[config.mk]
export PLATFORM = sky130hd
export DESIGN_NAME = noc_flit_link_sender_flat
export DESIGN_NICKNAME = d
export VERILOG_FILES = /design/src/rtl/noc_flit_link_sender_pkg.sv /design/src/rtl/noc_flit_link_sender_if.sv /design/src/rtl/noc_flit_link_sender_arb.sv /design/src/rtl/noc_flit_link_sender.sv /design/src/flat_wrapper.sv
export SDC_FILE = /design/constraint.sdc
export NUM_CORES = 1
export LEC_CHECK = 0
export ABC_AREA = 0
export CAP_MARGIN = 20
export CORE_MARGIN = 2
export CORE_UTILIZATION = 34
export DETAILED_ROUTE_END_ITERATION = 10
export PLACE_DENSITY = 0.83
export REMOVE_ABC_BUFFERS = 1
export SLEW_MARGIN = 20
export SYNTH_ARGS = -nofsm -noshare
export SYNTH_HDL_FRONTEND = slang
export SYNTH_SLANG_ARGS = --single-unit
export TNS_END_PERCENT = 100
[constraint.sdc]
create_clock -name noc_clk -period 1.4 [get_ports noc_clk]
set_clock_uncertainty 0.05 [all_clocks]
set_input_delay 0.28 -clock noc_clk [delete_from_list [all_inputs] [get_ports noc_clk]]
set_output_delay 0.28 -clock noc_clk [all_outputs]
set_load 0.03 [all_outputs]
[src/rtl/noc_flit_link_sender_pkg.sv]
// Shared NoC link parameters and typedefs for the link sender and the downstream flit FIFO.
package noc_flit_link_sender_pkg;

    localparam int Noc_VC_Channel = 2;
    localparam int Noc_Flit_Width = 32;

    typedef logic [Noc_VC_Channel-1:0] noc_link_valid_t;
    typedef logic [Noc_Flit_Width-1:0] noc_link_flit_t;

endpackage

[src/rtl/noc_flit_link_sender_if.sv]
// Upstream VC handshake plus physical link signals; master = sender view, slave = environment view.
interface noc_flit_link_sender_if
    import noc_flit_link_sender_pkg::*;
#(
    parameter int CHANNELS   = Noc_VC_Channel,
    parameter int FLIT_WIDTH = Noc_Flit_Width
) ();

    logic [CHANNELS-1:0]                 i_vc_valid;
    logic [CHANNELS-1:0][FLIT_WIDTH-1:0] i_vc_flit;
    logic [CHANNELS-1:0]                 o_vc_ready;
    logic [CHANNELS-1:0]                 o_link_valid;
    logic [FLIT_WIDTH-1:0]               o_link_flit;
    logic [CHANNELS-1:0]                 i_link_ready;
    logic [CHANNELS-1:0]                 i_link_vc_ready;

    modport master (
        input  i_vc_valid, i_vc_flit, i_link_ready, i_link_vc_ready,
        output o_vc_ready, o_link_valid, o_link_flit
    );

    modport slave (
        output i_vc_valid, i_vc_flit, i_link_ready, i_link_vc_ready,
        input  o_vc_ready, o_link_valid, o_link_flit
    );

endinterface

[src/rtl/noc_flit_link_sender_arb.sv]
// noc_rr_arbiter: round-robin one-hot grant, search starts after the last granted request.
module noc_rr_arbiter
    import noc_flit_link_sender_pkg::*;
#(
    parameter int N = Noc_VC_Channel
) (
    input  logic         clk,
    input  logic         rst,
    input  logic         en_i,
    input  logic [N-1:0] req_i,
    output logic [N-1:0] gnt_o
);

    localparam int PW = (N > 1) ? $clog2(N) : 1;

    logic [PW-1:0] last_q, last_d;
    logic [PW-1:0] idx;
    logic          found;

    always_comb begin
        gnt_o  = '0;
        last_d = last_q;
        found  = 1'b0;
        idx    = '0;
        for (int i = 1; i <= N; i++) begin
            idx = PW'((int'(last_q) + i) % N);
            if (!found && req_i[idx]) begin
                found      = 1'b1;
                gnt_o[idx] = 1'b1;
                last_d     = idx;
            end
        end
        // Disabled: no grant leaves the block and the pointer is frozen.
        if (!en_i) begin
            gnt_o  = '0;
            last_d = last_q;
        end
    end

    always_ff @(posedge clk) begin
        if (rst) last_q <= PW'(N - 1);
        else     last_q <= last_d;
    end

endmodule

[src/rtl/noc_flit_link_sender.sv]
// NoC link transmit end: RR pick among eligible VCs, registered one-hot link valid + flit.
// Optional per-VC saturating send counters under `NOC_LINK_SENDER_STATS_EN.
module noc_flit_link_sender
    import noc_flit_link_sender_pkg::*;
#(
    parameter int CHANNELS   = Noc_VC_Channel,
    parameter int FLIT_WIDTH = Noc_Flit_Width,
    parameter int CNT_WIDTH  = 32
) (
    input  logic                               noc_clk,
    input  logic                               noc_rst,
    input  logic                               i_clear,
    noc_flit_link_sender_if.master             lnk,
    output logic [CHANNELS-1:0][CNT_WIDTH-1:0] o_flit_count
);

    logic                  rst_any;
    logic [CHANNELS-1:0]   elig, gnt;
    logic [CHANNELS-1:0]   link_valid_q, link_valid_d;
    logic [FLIT_WIDTH-1:0] link_flit_q, link_flit_d;

    assign rst_any = noc_rst | i_clear;
    assign elig    = lnk.i_vc_valid & lnk.i_link_ready & lnk.i_link_vc_ready;

    noc_rr_arbiter #(.N(CHANNELS)) u_arb (
        .clk   (noc_clk),
        .rst   (rst_any),
        .en_i  (~rst_any),
        .req_i (elig),
        .gnt_o (gnt)
    );

    assign lnk.o_vc_ready   = gnt;
    assign lnk.o_link_valid = link_valid_q;
    assign lnk.o_link_flit  = link_flit_q;

    always_comb begin
        link_valid_d = gnt;
        link_flit_d  = link_flit_q;
        for (int c = 0; c < CHANNELS; c++) begin
            if (gnt[c]) link_flit_d = lnk.i_vc_flit[c];
        end
    end

    // Reset or clear drops whatever flit sits in the output register.
    always_ff @(posedge noc_clk) begin
        if (rst_any) begin
            link_valid_q <= '0;
            link_flit_q  <= '0;
        end else begin
            link_valid_q <= link_valid_d;
            link_flit_q  <= link_flit_d;
        end
    end

`ifdef NOC_LINK_SENDER_STATS_EN
    logic [CHANNELS-1:0][CNT_WIDTH-1:0] cnt_q;

    // Clear leaves statistics alone; gnt is already forced to zero while it is high.
    always_ff @(posedge noc_clk) begin
        if (noc_rst) begin
            cnt_q <= '0;
        end else begin
            for (int c = 0; c < CHANNELS; c++) begin
                if (gnt[c] && (cnt_q[c] != {CNT_WIDTH{1'b1}})) cnt_q[c] <= cnt_q[c] + CNT_WIDTH'(1);
            end
        end
    end

    assign o_flit_count = cnt_q;
`else
    assign o_flit_count = '0;
`endif

endmodule

[src/flat_wrapper.sv]
// flat-port wrapper written by rule: the top's interface ports become plain ports
module noc_flit_link_sender_flat import noc_flit_link_sender_pkg::*;
#(
    parameter int CHANNELS   = Noc_VC_Channel,
    parameter int FLIT_WIDTH = Noc_Flit_Width,
    parameter int CNT_WIDTH  = 32
)
  (noc_clk, noc_rst, i_clear, o_flit_count, lnk_i_vc_valid, lnk_i_vc_flit, lnk_i_link_ready, lnk_i_link_vc_ready, lnk_o_vc_ready, lnk_o_link_valid, lnk_o_link_flit);
  noc_flit_link_sender_if #(.CHANNELS(CHANNELS), .FLIT_WIDTH(FLIT_WIDTH)) lnk_i ();
  input  logic noc_clk;
  input  logic noc_rst;
  input  logic i_clear;
  output logic [CHANNELS-1:0][CNT_WIDTH-1:0] o_flit_count;
  input wire logic [$bits(lnk_i.i_vc_valid)-1:0] lnk_i_vc_valid;
  input wire logic [$bits(lnk_i.i_vc_flit)-1:0] lnk_i_vc_flit;
  input wire logic [$bits(lnk_i.i_link_ready)-1:0] lnk_i_link_ready;
  input wire logic [$bits(lnk_i.i_link_vc_ready)-1:0] lnk_i_link_vc_ready;
  output wire logic [$bits(lnk_i.o_vc_ready)-1:0] lnk_o_vc_ready;
  output wire logic [$bits(lnk_i.o_link_valid)-1:0] lnk_o_link_valid;
  output wire logic [$bits(lnk_i.o_link_flit)-1:0] lnk_o_link_flit;
  assign lnk_i.i_vc_valid = lnk_i_vc_valid;
  assign lnk_i.i_vc_flit = lnk_i_vc_flit;
  assign lnk_i.i_link_ready = lnk_i_link_ready;
  assign lnk_i.i_link_vc_ready = lnk_i_link_vc_ready;
  assign lnk_o_vc_ready = lnk_i.o_vc_ready;
  assign lnk_o_link_valid = lnk_i.o_link_valid;
  assign lnk_o_link_flit = lnk_i.o_link_flit;
  noc_flit_link_sender #(.CHANNELS(CHANNELS), .FLIT_WIDTH(FLIT_WIDTH), .CNT_WIDTH(CNT_WIDTH)) u_core (.noc_clk(noc_clk), .noc_rst(noc_rst), .i_clear(i_clear), .lnk(lnk_i), .o_flit_count(o_flit_count));
endmodule
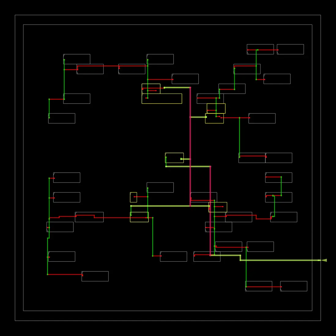
(clock nets)
Clock Power: 0.948 mW
seq_cells: 35
Late-Pin Clk Latency: 280 ps
CTS buffer count: 5

==> results.ini <==
[run_status]
status = finished with violations
violations = negative setup slack

[clocking]
clkTransAtPathRegs_ps = 70
hold_buffers = 0
cts_tree = built
ctsHtreeMaxLevel = 2
clock_path_buffers = 2
clock_sinks = 35

[routing]
avgViaCountPerCell = 5.09
antenna_left = 0
drtPass1Iterations = 4
first_iter_violations = 104
drc = 0

[worst_setup_path]
path_cells = and4_4 -> nor3_4 -> buf_6
crit_type = register to output pin
cp.required_ps = 1070
startpoint = u_core.u_arb.last_q$_SDFFE_PP1P_
cpLargestDelayFamily = flip-flops
slowest_stage = dfxtp_2
r2r-start = u_core.u_arb.last_q$_SDFFE_PP1P_
cp.buffers_inverters = 1
critPathMaxFanout = 3
start_kind = register
rr_worst_depth = 6
reg2reg_to = u_core.lnk.o_link_flit[1]$_SDFFE_PP0P_
end_kind = output pin
max_stage_delay_ps = 330
worst-r2r-setup-slack_ps = 30

[global_route]
grt_pass1_vias = 2151
grt_max_degree = 41
antenna_found_initial = 0
grt_overflow = 0
grt_pass1_wl_um = 9980

[logic_synthesis]
adder_share_pct = 0
ys_types = 18
ys_area_sq_mm = 0.00219
topCellsByArea = dfxtp_1 (32%), buf_4 (23%), a311oi_1 (13%)
netlist.top_cell.by_area = dfxtp_1
ys_sh_xor_pct = 0
ys_ff = 35
avgSynthCellArea_sq_um = 8.11
ys_seq_share_pct = 32.0
ys_sh_aoi_pct = 20.5
yosys.area_share.simple_pct = 17.9
logic_family = buffers and inverters
yosys-stat-cells = 270
yosysWarnings = 0
synthMuxAreaShare_pct = 0
synthesis.area_sq_mm = 0.00219

[placed_design]
gp_congestion = 0.791
dp.final_hpwl_um = 4800
io_buffers = 108
place_area_sq_mm = 0.00318
dp_cells = 446

[finish]
area_growth_pct = 55.5
antenna_cells = 0
drive_above_1_share_pct = 12.6
final_util_pct = 54.2
final_area_sq_mm = 0.00340
stdcell_count = 459
nets = 454
nFillCells = 593

[floorplanning]
die_x_um = 84.3
die_y_um = 84.3
core_sq_mm = 0.00628
ios = 173
core.rowCount = 29
fp_util_pct = 34.9
die_area_sq_mm = 0.00710

[timing]
finalCritPeriodShare_pct = 101
hold-worst-slack_ps = 435
setup_violations = 1
period_needed_ps = 1420
max_freq_ghz = 0.704
worst_slack_ps = -20.1
hold_violations = 0
slew_violations = 0

[job]
tool_warnings = 27

[hold_path]
min_to = u_core.lnk.o_link_valid[0]$_SDFF_PP0_
min_path_type = input pin to register
hp-start = lnk_i_vc_valid[0]
min_delay_path_depth = 5

[power]
p_leak_nw = 1.40
ir_drop_mv = 0.423
p_per_area_mw_per_mm2 = 844

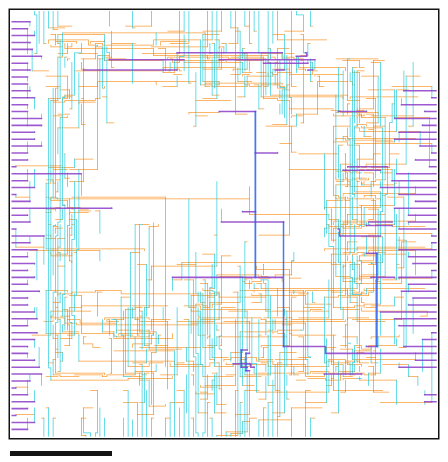
(signal wires by layer)
Bar = 20 um.
purple -> metal 3  # wire length 692 um
blue -> metal 4  # wire length 82.3 um
orange -> metal 1  # wire length 2680 um
cyan -> metal 2  # wire length 3510 um
WL/cell: 15.2 um
All-Layer GR Usage: 17.3%
Post-Route WL: 6960 um
via count: 2338

==> Yosys cell counts <==
cell      number
buf_4         68
nor3_1        36
dfxtp_1       35
nand3_1       34
a311oi_1      32
o21ai_0       28
buf_2         17
clkbuf_1       4
o21ai_1        4
buf_6          3
and3_1         2
a211o_1        1
and4_1         1
conb_1         1
nand2_1        1
nand4_1        1
nor2_1         1
or2_2          1
==> worst max-delay path by stage <==
| stage | endpoint | slack (ps) | cells past startpoint |
|---|---|---|---|
| global placement | lnk_o_vc_ready[1] | -570 | 4 |
| floorplan | u_core.lnk.o_link_flit[30]$_SDFFE_PP0P_ | -620 | 3 |
| CTS | lnk_o_vc_ready[1] | -90 | 3 |
| detailed placement | lnk_o_vc_ready[1] | -530 | 4 |
| finish | lnk_o_vc_ready[1] | -20 | 3 |
| global route | lnk_o_vc_ready[1] | -60 | 3 |
==> power breakdown <==
| group | switching, mW | leakage (nW) | internal (mW) |
|---|---|---|---|
| combinational | 0.532 | 1.06 | 0.341 |
| clock | 0.372 | 0.0612 | 0.576 |
| sequential | 0.0188 | 0.284 | 1.03 |
==> cell type report <==
| type | count | area (sq um) | area share [%] |
|---|---|---|---|
| timing repair buffer | 133 | 1350 | 39.7 |
| multi-input combinational | 206 | 1140 | 33.4 |
| sequential | 35 | 702 | 20.6 |
| tap | 77 | 96.3 | 2.83 |
| clock buffer | 6 | 82.6 | 2.43 |
| clock inverter | 2 | 35.0 | 1.03 |
==> per-stage QoR <==
step,power (mW),setup WS (ps),setup TNS [ps]
2_1_floorplan,1.54,-616,-20820
3_3_place_gp,1.91,-574,-10850
3_5_place_dp,1.93,-533,-12490
4_1_cts,2.86,-88.4,-88.4
5_1_grt,2.99,-63.9,-234
6_report,2.87,-20.1,-20.1
==> cell families after synthesis <==
kind of cell / count (synthesis)
other: 1
DFF: 35
buffers and inverters: 92
AOI/OAI and AO/OA: 65
and+or+nand+nor: 77
==> placed cells by master (no fill, tap or decap), drive strengths merged <==
master,count
clkinv,1
buf,26
a311oi,32
nand3,34
and3,2
bufinv,1
o21ai,32
nor2,1
dfxtp,35
clkdlybuf4s50,64
dlygate4sd2,22
clkdlybuf4s15,17
nand2,1
or2,1
conb,64
a211o,1
clkbuf,10
nor3,36
and4,1
nand4,1
==> what timing repair did <==
action | in CTS | in global routing
pin swaps | 5 | 7
setup buffers | 2 | 1
endpoints found under the setup margin | 67 | 20
cloned | 0 | 2
gates resized | 60 | 20
==> per-layer routing <==
| metal | share of wire, % | track usage, % |
|---|---|---|
| met1 | 38 | 18.6 |
| met2 | 50 | 33.5 |
| met3 | 9.9 | 4.52 |
| met4 | 1.2 | 4.11 |
| met5 | 0 | 0 |
==> registers in the layout, indices dropped and copies added (netlist names) <==
register	flops
u_core.lnk.o_link_valid	2
u_core.u_arb.last_q	1
u_core.lnk.o_link_flit	32
==> worst reg2reg max path, cell delays in order (launching register included) <==
cell and delay (ps):
dfxtp_2 330, buf_4 140, nand4_1 90, buf_6 140, buf_12 130, nand3_1 80, a311oi_1 310
Power figures rest on the tool's default switching activity, not on a simulated workload.
